<file path="src/rtl/seq_det_pkg.sv">
// Shared constants and helpers for the parametrised serial pattern detector.
package seq_det_pkg;

  localparam int PAT_W_MIN = 2;
  localparam int PAT_W_MAX = 32;

  // Bits needed to hold any value 0..value-1.
  function automatic int clog2(input int value);
    int r;
    r = 0;
    while ((1 << r) < value) r++;
    return r;
  endfunction

endpackage

</file>
<file path="src/rtl/seq_detector_param_if.sv">
// Serial-bit, pattern-control and status bundle between the front-end and the detector.
interface seq_detector_param_if #(
  parameter int PAT_W = 4,
  parameter int CNT_W = 8
);
  logic             in_valid;
  logic             in_bit;
  logic             overlap_en;
  logic             pat_load;
  logic [PAT_W-1:0] pat_in;
  logic             count_clr;
  logic             out;
  logic [CNT_W-1:0] match_count;

  modport master (
    output in_valid, in_bit, overlap_en, pat_load, pat_in, count_clr,
    input  out, match_count
  );

  modport slave (
    input  in_valid, in_bit, overlap_en, pat_load, pat_in, count_clr,
    output out, match_count
  );
endinterface

</file>
<file path="src/rtl/sat_counter.sv">
// Up-counter that sticks at all-ones; clear beats increment.
module sat_counter #(
  parameter int WIDTH = 8
) (
  input  logic             clk,
  input  logic             rst_n,
  input  logic             inc,
  input  logic             clr,
  output logic [WIDTH-1:0] cnt
);

  always_ff @(posedge clk or negedge rst_n) begin
    if (!rst_n) begin
      cnt <= '0;
    end else if (clr) begin
      cnt <= '0;
    end else if (inc && (cnt != '1)) begin
      cnt <= cnt + WIDTH'(1);
    end
  end

endmodule

</file>
<file path="src/rtl/seq_detector_param.sv">
// Moore serial pattern detector with runtime pattern reload, overlap select and
// a saturating match counter.
module seq_detector_param
  import seq_det_pkg::*;
#(
  parameter int               PAT_W       = 4,
  parameter logic [PAT_W-1:0] DEFAULT_PAT = PAT_W'(4'b1101),
  parameter int               CNT_W       = 8
) (
  input logic                clk,
  input logic                rst_n,
  seq_detector_param_if.slave bus
);

  localparam int                FILL_W    = clog2(PAT_W + 1);
  localparam logic [FILL_W-1:0] FILL_FULL = FILL_W'(PAT_W);

  if ((PAT_W < PAT_W_MIN) || (PAT_W > PAT_W_MAX)) begin : g_pat_w_check
    $error("seq_detector_param: PAT_W=%0d outside %0d..%0d", PAT_W, PAT_W_MIN, PAT_W_MAX);
  end

  logic [PAT_W-1:0]  pattern;
  logic [PAT_W-1:0]  hist;
  logic [FILL_W-1:0] fill;
  logic              out_q;
  logic [CNT_W-1:0]  cnt;

  logic [PAT_W-1:0]  hist_n;
  logic [FILL_W-1:0] fill_n;
  logic              match;

  // A match needs a full window of fresh bits; pat_load suppresses the bit on its edge.
  always_comb begin
    hist_n = {hist[PAT_W-2:0], bus.in_bit};
    fill_n = (fill == FILL_FULL) ? fill : fill + FILL_W'(1);
    match  = bus.in_valid && !bus.pat_load &&
             (fill_n == FILL_FULL) && (hist_n == pattern);
  end

  always_ff @(posedge clk or negedge rst_n) begin
    if (!rst_n) begin
      pattern <= DEFAULT_PAT;
      hist    <= '0;
      fill    <= '0;
      out_q   <= 1'b0;
    end else if (bus.pat_load) begin
      pattern <= bus.pat_in;
      hist    <= '0;
      fill    <= '0;
      out_q   <= 1'b0;
    end else if (bus.in_valid) begin
      hist  <= hist_n;
      out_q <= match;
      // Non-overlap restarts the window so the next match needs PAT_W new bits.
      fill  <= (match && !bus.overlap_en) ? '0 : fill_n;
    end
  end

  sat_counter #(
    .WIDTH(CNT_W)
  ) u_match_cnt (
    .clk  (clk),
    .rst_n(rst_n),
    .inc  (match),
    .clr  (bus.count_clr),
    .cnt  (cnt)
  );

  assign bus.out         = out_q;
  assign bus.match_count = cnt;

endmodule

</file>
<file path="src/flat_wrapper.sv">
// flat-port wrapper written by rule: the top's interface ports become plain ports
module seq_detector_param_flat import seq_det_pkg::*;
#(
  parameter int               PAT_W       = 4,
  parameter logic [PAT_W-1:0] DEFAULT_PAT = PAT_W'(4'b1101),
  parameter int               CNT_W       = 8
)
  (clk, rst_n, bus_in_valid, bus_in_bit, bus_overlap_en, bus_pat_load, bus_pat_in, bus_count_clr, bus_out, bus_match_count);
  seq_detector_param_if #(.PAT_W(PAT_W), .CNT_W(CNT_W)) bus_i ();
  input logic clk;
  input logic rst_n;
  input wire logic [$bits(bus_i.in_valid)-1:0] bus_in_valid;
  input wire logic [$bits(bus_i.in_bit)-1:0] bus_in_bit;
  input wire logic [$bits(bus_i.overlap_en)-1:0] bus_overlap_en;
  input wire logic [$bits(bus_i.pat_load)-1:0] bus_pat_load;
  input wire logic [$bits(bus_i.pat_in)-1:0] bus_pat_in;
  input wire logic [$bits(bus_i.count_clr)-1:0] bus_count_clr;
  output wire logic [$bits(bus_i.out)-1:0] bus_out;
  output wire logic [$bits(bus_i.match_count)-1:0] bus_match_count;
  assign bus_i.in_valid = bus_in_valid;
  assign bus_i.in_bit = bus_in_bit;
  assign bus_i.overlap_en = bus_overlap_en;
  assign bus_i.pat_load = bus_pat_load;
  assign bus_i.pat_in = bus_pat_in;
  assign bus_i.count_clr = bus_count_clr;
  assign bus_out = bus_i.out;
  assign bus_match_count = bus_i.match_count;
  seq_detector_param #(.PAT_W(PAT_W), .DEFAULT_PAT(DEFAULT_PAT), .CNT_W(CNT_W)) u_core (.clk(clk), .rst_n(rst_n), .bus(bus_i));
endmodule
</file>
<file path="config.mk">
export PLATFORM = sky130hd
export DESIGN_NAME = seq_detector_param_flat
export DESIGN_NICKNAME = d
export VERILOG_FILES = /design/src/rtl/seq_det_pkg.sv /design/src/rtl/seq_detector_param_if.sv /design/src/rtl/sat_counter.sv /design/src/rtl/seq_detector_param.sv /design/src/flat_wrapper.sv
export SDC_FILE = /design/constraint.sdc
export NUM_CORES = 1
export LEC_CHECK = 0
export CORE_AREA = 2 2 58 60
export CTS_CLUSTER_SIZE = 14
export DETAILED_ROUTE_END_ITERATION = 8
export DIE_AREA = 0 0 60 62
export GPL_ROUTABILITY_DRIVEN = 1
export PLACE_DENSITY_LB_ADDON = 0.25
export SETUP_SLACK_MARGIN = 0.05
export SYNTH_ARGS = -nofsm -noshare
export SYNTH_HDL_FRONTEND = slang
export SYNTH_SLANG_ARGS = --single-unit
</file>
<file path="constraint.sdc">
create_clock -name clk -period 2.4 [get_ports clk]
set_input_delay 0.72 -clock clk [delete_from_list [all_inputs] [get_ports clk]]
set_output_delay 0.72 -clock clk [all_outputs]
set_load 0.02 [all_outputs]
</file>
==> CHANGELOG.md, run 1 <==
## Implementation

* Status: finished, final reports clean
* Buf/Inv on CP at 2
* Met2 WL post-DR at 1090 µm
* Top cells by count, synth: 16 x dfrtp_1, 10 x nor2_1, 7 x a21oi_1, 7 x nand2_1
* Post-Syn Nets at 113
* Tmin final at 2390 ps
* Slew margin rel. at 0.731
* Die Span Y at 62 µm
* Pwr per Cell Area at 439 nW/µm²
* Top logic cell by instance count in the layout: clkdlybuf4s50_1
* Fin area at 1400 µm²
* Metal-1 WL at 994 µm
* Fraction of area in registers at 0.342
* Top pwr grp: sequential cells
* Crit-path max cell delay at 460 ps
* Setup Fix Bufs, Post-CTS at 2
* Global-route wire length before repair at 3460 µm
* Worst Setup EP: u_core.u_match_cnt.cnt[3]
* Overall power of the completed layout at 0.615 mW
* Top Metal Used: met4
* Total CTS buffers at 3
* Internal power at 0.456 mW
* Most frequent cell after synthesis: dfrtp_1
* R2R Path End: u_core.u_match_cnt.cnt[3]
* DIE AREA at 3720 µm²
* Delay-heaviest family, CP: simple AND/OR/NAND/NOR gates
* Met3 WL at 57 µm
* Top cells, area: dfrtp_1 39%, dfstp_2 7.7%, mux2_2 5.5%
* Final Hold Fails at 0
* Seq/Total Area, Yosys at 0.467
* Gp weighted congestion at 0.835
* Row cnt at 21
* Htree depth at 1
* Yosys stat chip area at 1030 µm²
* Final std cells w/o fill at 174
* Data buffer area share at 0.192
* Fraction of layout instances using a drive strength above 1 at 0.258
* Top Layout Cells: 19 x clkdlybuf4s50_1, 16 x dfrtp_1, 10 x nor2_1
* Worst min-delay path class: flop to flop
==> run_1/m3.png <==
The bar under the picture is 20 µm long. Cells faint in the background.
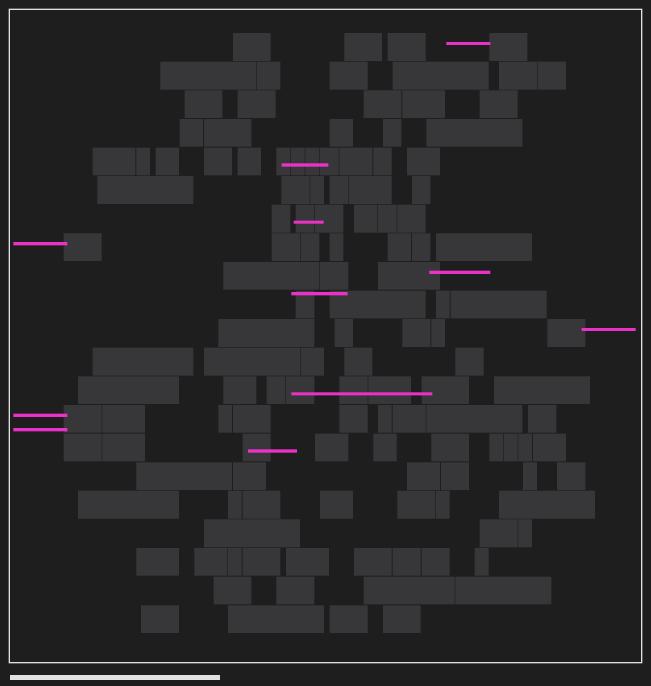
The layer holds 2.6% of the routed length. The layer carries 58.0 µm of wire. The longest straight run is 13.1 µm. The wires run mostly horizontal.
met3 GRT Util: 0.0248
drt total wl: 2190 µm
via count: 829

==> run_1/layers.png <==
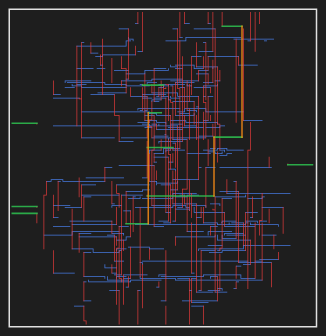
M3: shown in green, wire length 58.0 µm. M1: shown in blue, wire length 994 µm. M4: shown in orange, wire length 55.1 µm. M2: shown in red, wire length 1090 µm.
average wire per standard cell: 12.6 µm
Total GRT Usage: 0.129

==> run_1/m2.png <==
Cells faint in the background.
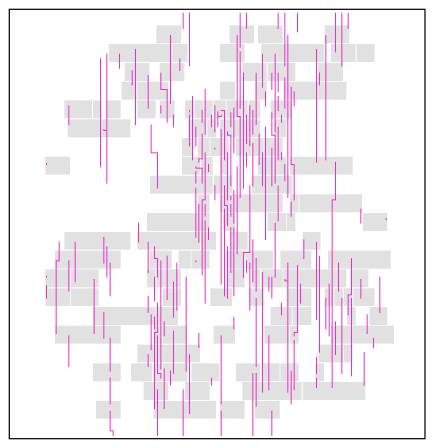
The layer carries 1090 µm of wire. The longest straight run is 27.2 µm.
GR Util met2: 0.199

==> run 2: changes to the inputs <==
- CORE_AREA: 2 2 58 60 -> 5 5 61 63
- DIE_AREA: 0 0 60 62 -> 0 0 66 68
==> run_2/m2.png <==
Cells faint in the background.
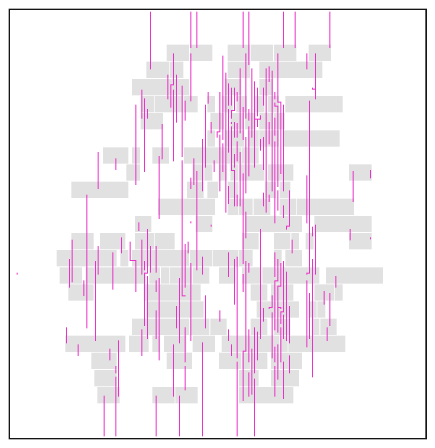
The layer holds 53% of the routed length. The wires run mostly vertical.
drt total wl: 2180 µm
GR Util met2: 0.199
via count: 830

==> run 2 against run 1 <==
Non-clock buffer count rose by 1; register-to-register slack improved by 50 ps; power fell by 2.0%; utilization rose by 0.39 points; highest routed layer unchanged; wire length fell by 0.50%; clock-buffer cell count did not move; clock skew rose by 0.74 ps.
==> CHANGELOG.md, run 2 <==
## Implementation

* Status: finished, final reports clean
* Top pwr grp: sequential cells
* Total CTS buffers at 3
* Die Span Y at 68 µm
* Gp weighted congestion at 0.775
* Internal power at 0.455 mW
* Fraction of area in registers at 0.339
* R2R Path End: u_core.u_match_cnt.cnt[6]
* Worst min-delay path class: flop to flop
* Final std cells w/o fill at 175
* Critical Path RT at 2570 ps
* Setup Fix Bufs, Post-CTS at 3
* Overall power of the completed layout at 0.602 mW
* Data buffer area share at 0.195
* Top Metal Used: met4
* Met3 GRT Util at 0.0411
* Htree depth at 1
* Global-route wire length before repair at 3880 µm
* Buf/Inv on CP at 2
* Top logic cell by instance count in the layout: clkdlybuf4s50_1
* Row cnt at 21
* Fin area at 1410 µm²
* Met2 WL post-DR at 1150 µm
* Crit-path max cell delay at 450 ps
* Top cells, area: dfrtp_1 39%, dfstp_2 7.7%, mux2_2 5.5%
* Cell type with the largest total area: dfrtp_1
* Yosys stat chip area at 1030 µm²
* Slew margin rel. at 0.701
* Final Hold Fails at 0
* DIE AREA at 4490 µm²
* Most frequent cell after synthesis: dfrtp_1
* Final setup margin at 82.9 ps
* Top Layout Cells: 18 x clkdlybuf4s50_1, 16 x dfrtp_1, 10 x nor2_1, 10 x buf_4, 7 x nand2_1
* Top cells by count, synth: 16 x dfrtp_1, 10 x nor2_1, 7 x a21oi_1, 7 x nand2_1
* Pwr per Cell Area at 426 nW/µm²
==> run_2/layers.png <==
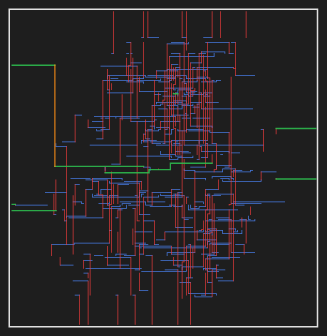
Total GRT Usage: 0.112
average wire per standard cell: 12.5 µm

==> run 3: changes to the inputs <==
- DONT_BUFFER_PORTS: default -> 1
==> run_3/ff_map.png <==
The bar under the picture is 20 µm long. Other sequential cells in the stronger gray, the rest of the logic in the fainter gray.
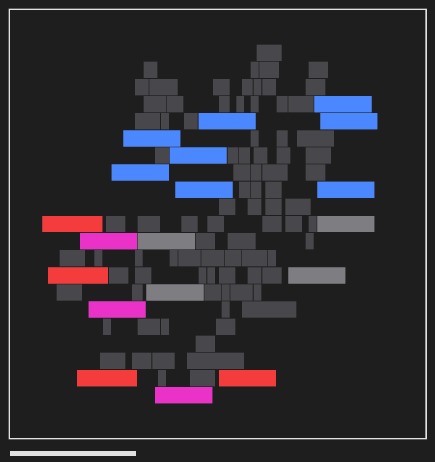
`u_core.hist`: shown in magenta, flops 3. `u_core.pattern`: shown in red, flops 4. `u_core.u_match_cnt.cnt`: shown in blue, flops 8.
final core occ: 0.379
fraction of area in registers: 0.398

==> run 3 against run 2 <==
Non-clock buffer count down 24; sequential share of layout area grew 5.8 points; first-iteration DRC count decreased by 17%; critical endpoint is now u_core.u_match_cnt.cnt[7]; largest cell class unchanged; highest routed layer unchanged.
==> CHANGELOG.md, run 3 <==
## Implementation

* Critical Path RT at 2630 ps
* R2R Path End: u_core.u_match_cnt.cnt[7]
* Die Span Y at 68 µm
* Met3 GRT Util at 0.0312
* Met3 WL at 48 µm
* Most frequent cell after synthesis: dfrtp_1
* Top pwr grp: sequential cells
* Internal power at 0.440 mW
* Top logic cell by instance count in the layout: dfrtp_1
* Top cells by count, synth: 16 x dfrtp_1, 10 x nor2_1, 7 x a21oi_1, 7 x nand2_1
* Worst Setup EP: u_core.u_match_cnt.cnt[7]
* Pwr per Cell Area at 474 nW/µm²
* Gp weighted congestion at 0.773
* Metal-1 WL at 991 µm
* Overall power of the completed layout at 0.571 mW
* Final Hold Fails at 0
* Post-Syn Nets at 113
* Htree depth at 1
* Top Layout Cells: 16 x dfrtp_1, 10 x nor2_1, 7 x nand2_1
* Fin area at 1200 µm²
* Worst min-delay path class: input pin to asynchronous set/reset pin
* Final setup margin at 69.5 ps
* Row cnt at 21
* Seq/Total Area, Yosys at 0.467
* Total GRT Usage at 0.109
* Delay-heaviest family, CP: simple AND/OR/NAND/NOR gates
* Tmin final at 2330 ps
* Status: finished, final reports clean
* Cells along the critical path: inv_2, ha_4, and3b_2, nor4b_4, or3b_4, or4_4, a21oi_2
* Most flops, register: u_core.u_match_cnt.cnt
* DIE AREA at 4490 µm²
* Cells after synthesis at 99
* Global-route wire length before repair at 3660 µm
* Drt initial violations at 35
* Crit-path max cell delay at 490 ps
* Average wire per standard cell at 14.6 µm
* Setup Fix Bufs, Post-CTS at 2
* Clk sinks at 19
* Cell type with the largest total area: dfrtp_1
* FF+latch count at 19
* Post-DP Area at 1090 µm²
* Top cells, area: dfrtp_1 39%, dfstp_2 7.7%, mux2_2 5.5%
* Crit path capture type: flop
* Met2 WL post-DR at 1150 µm
* Yosys stat chip area at 1030 µm²
* Final std cells w/o fill at 152
* Startpoint Class: flop
* Buf/Inv on CP at 1
* Slew Viols, Final at 0
* Number of enable flip-flop cells at 0
==> run_3/m2.png <==
Cells faint in the background.
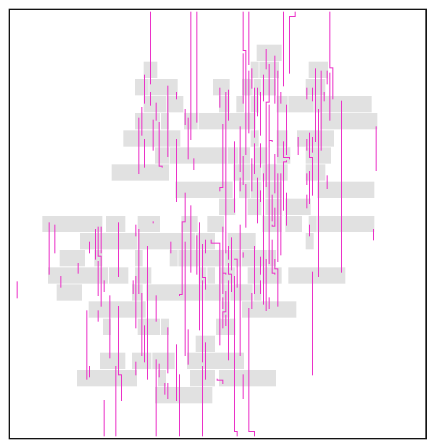
drt total wl: 2220 µm
GR Util met2: 0.176
via count: 739


==> gallery <==
Routing congestion.
picture 1
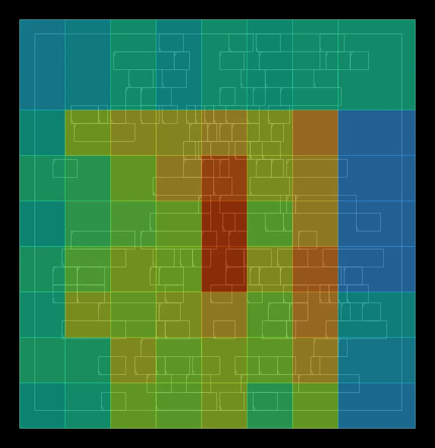
picture 2
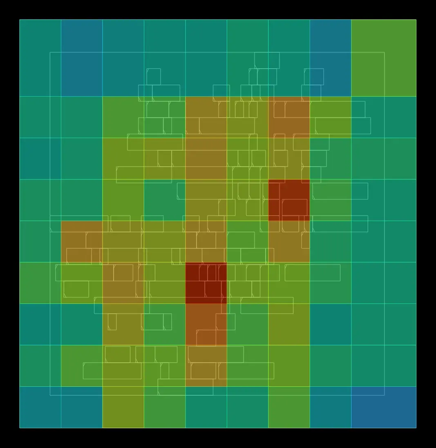
picture 3
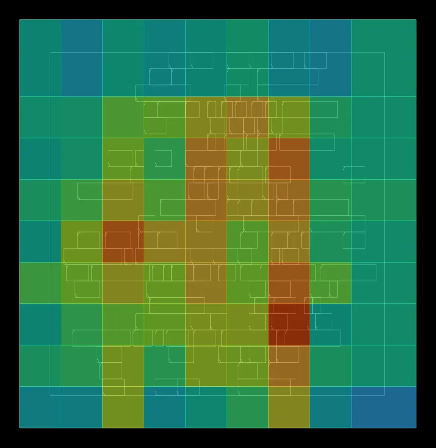
Picture 2 comes from run 3.
Picture 1 comes from run 1.
Picture 3 comes from run 2.
Of these, most wire per cell: picture 2
Of these, lowest utilization: picture 2

No activity file was given, so power comes from the tool's default toggle rates.
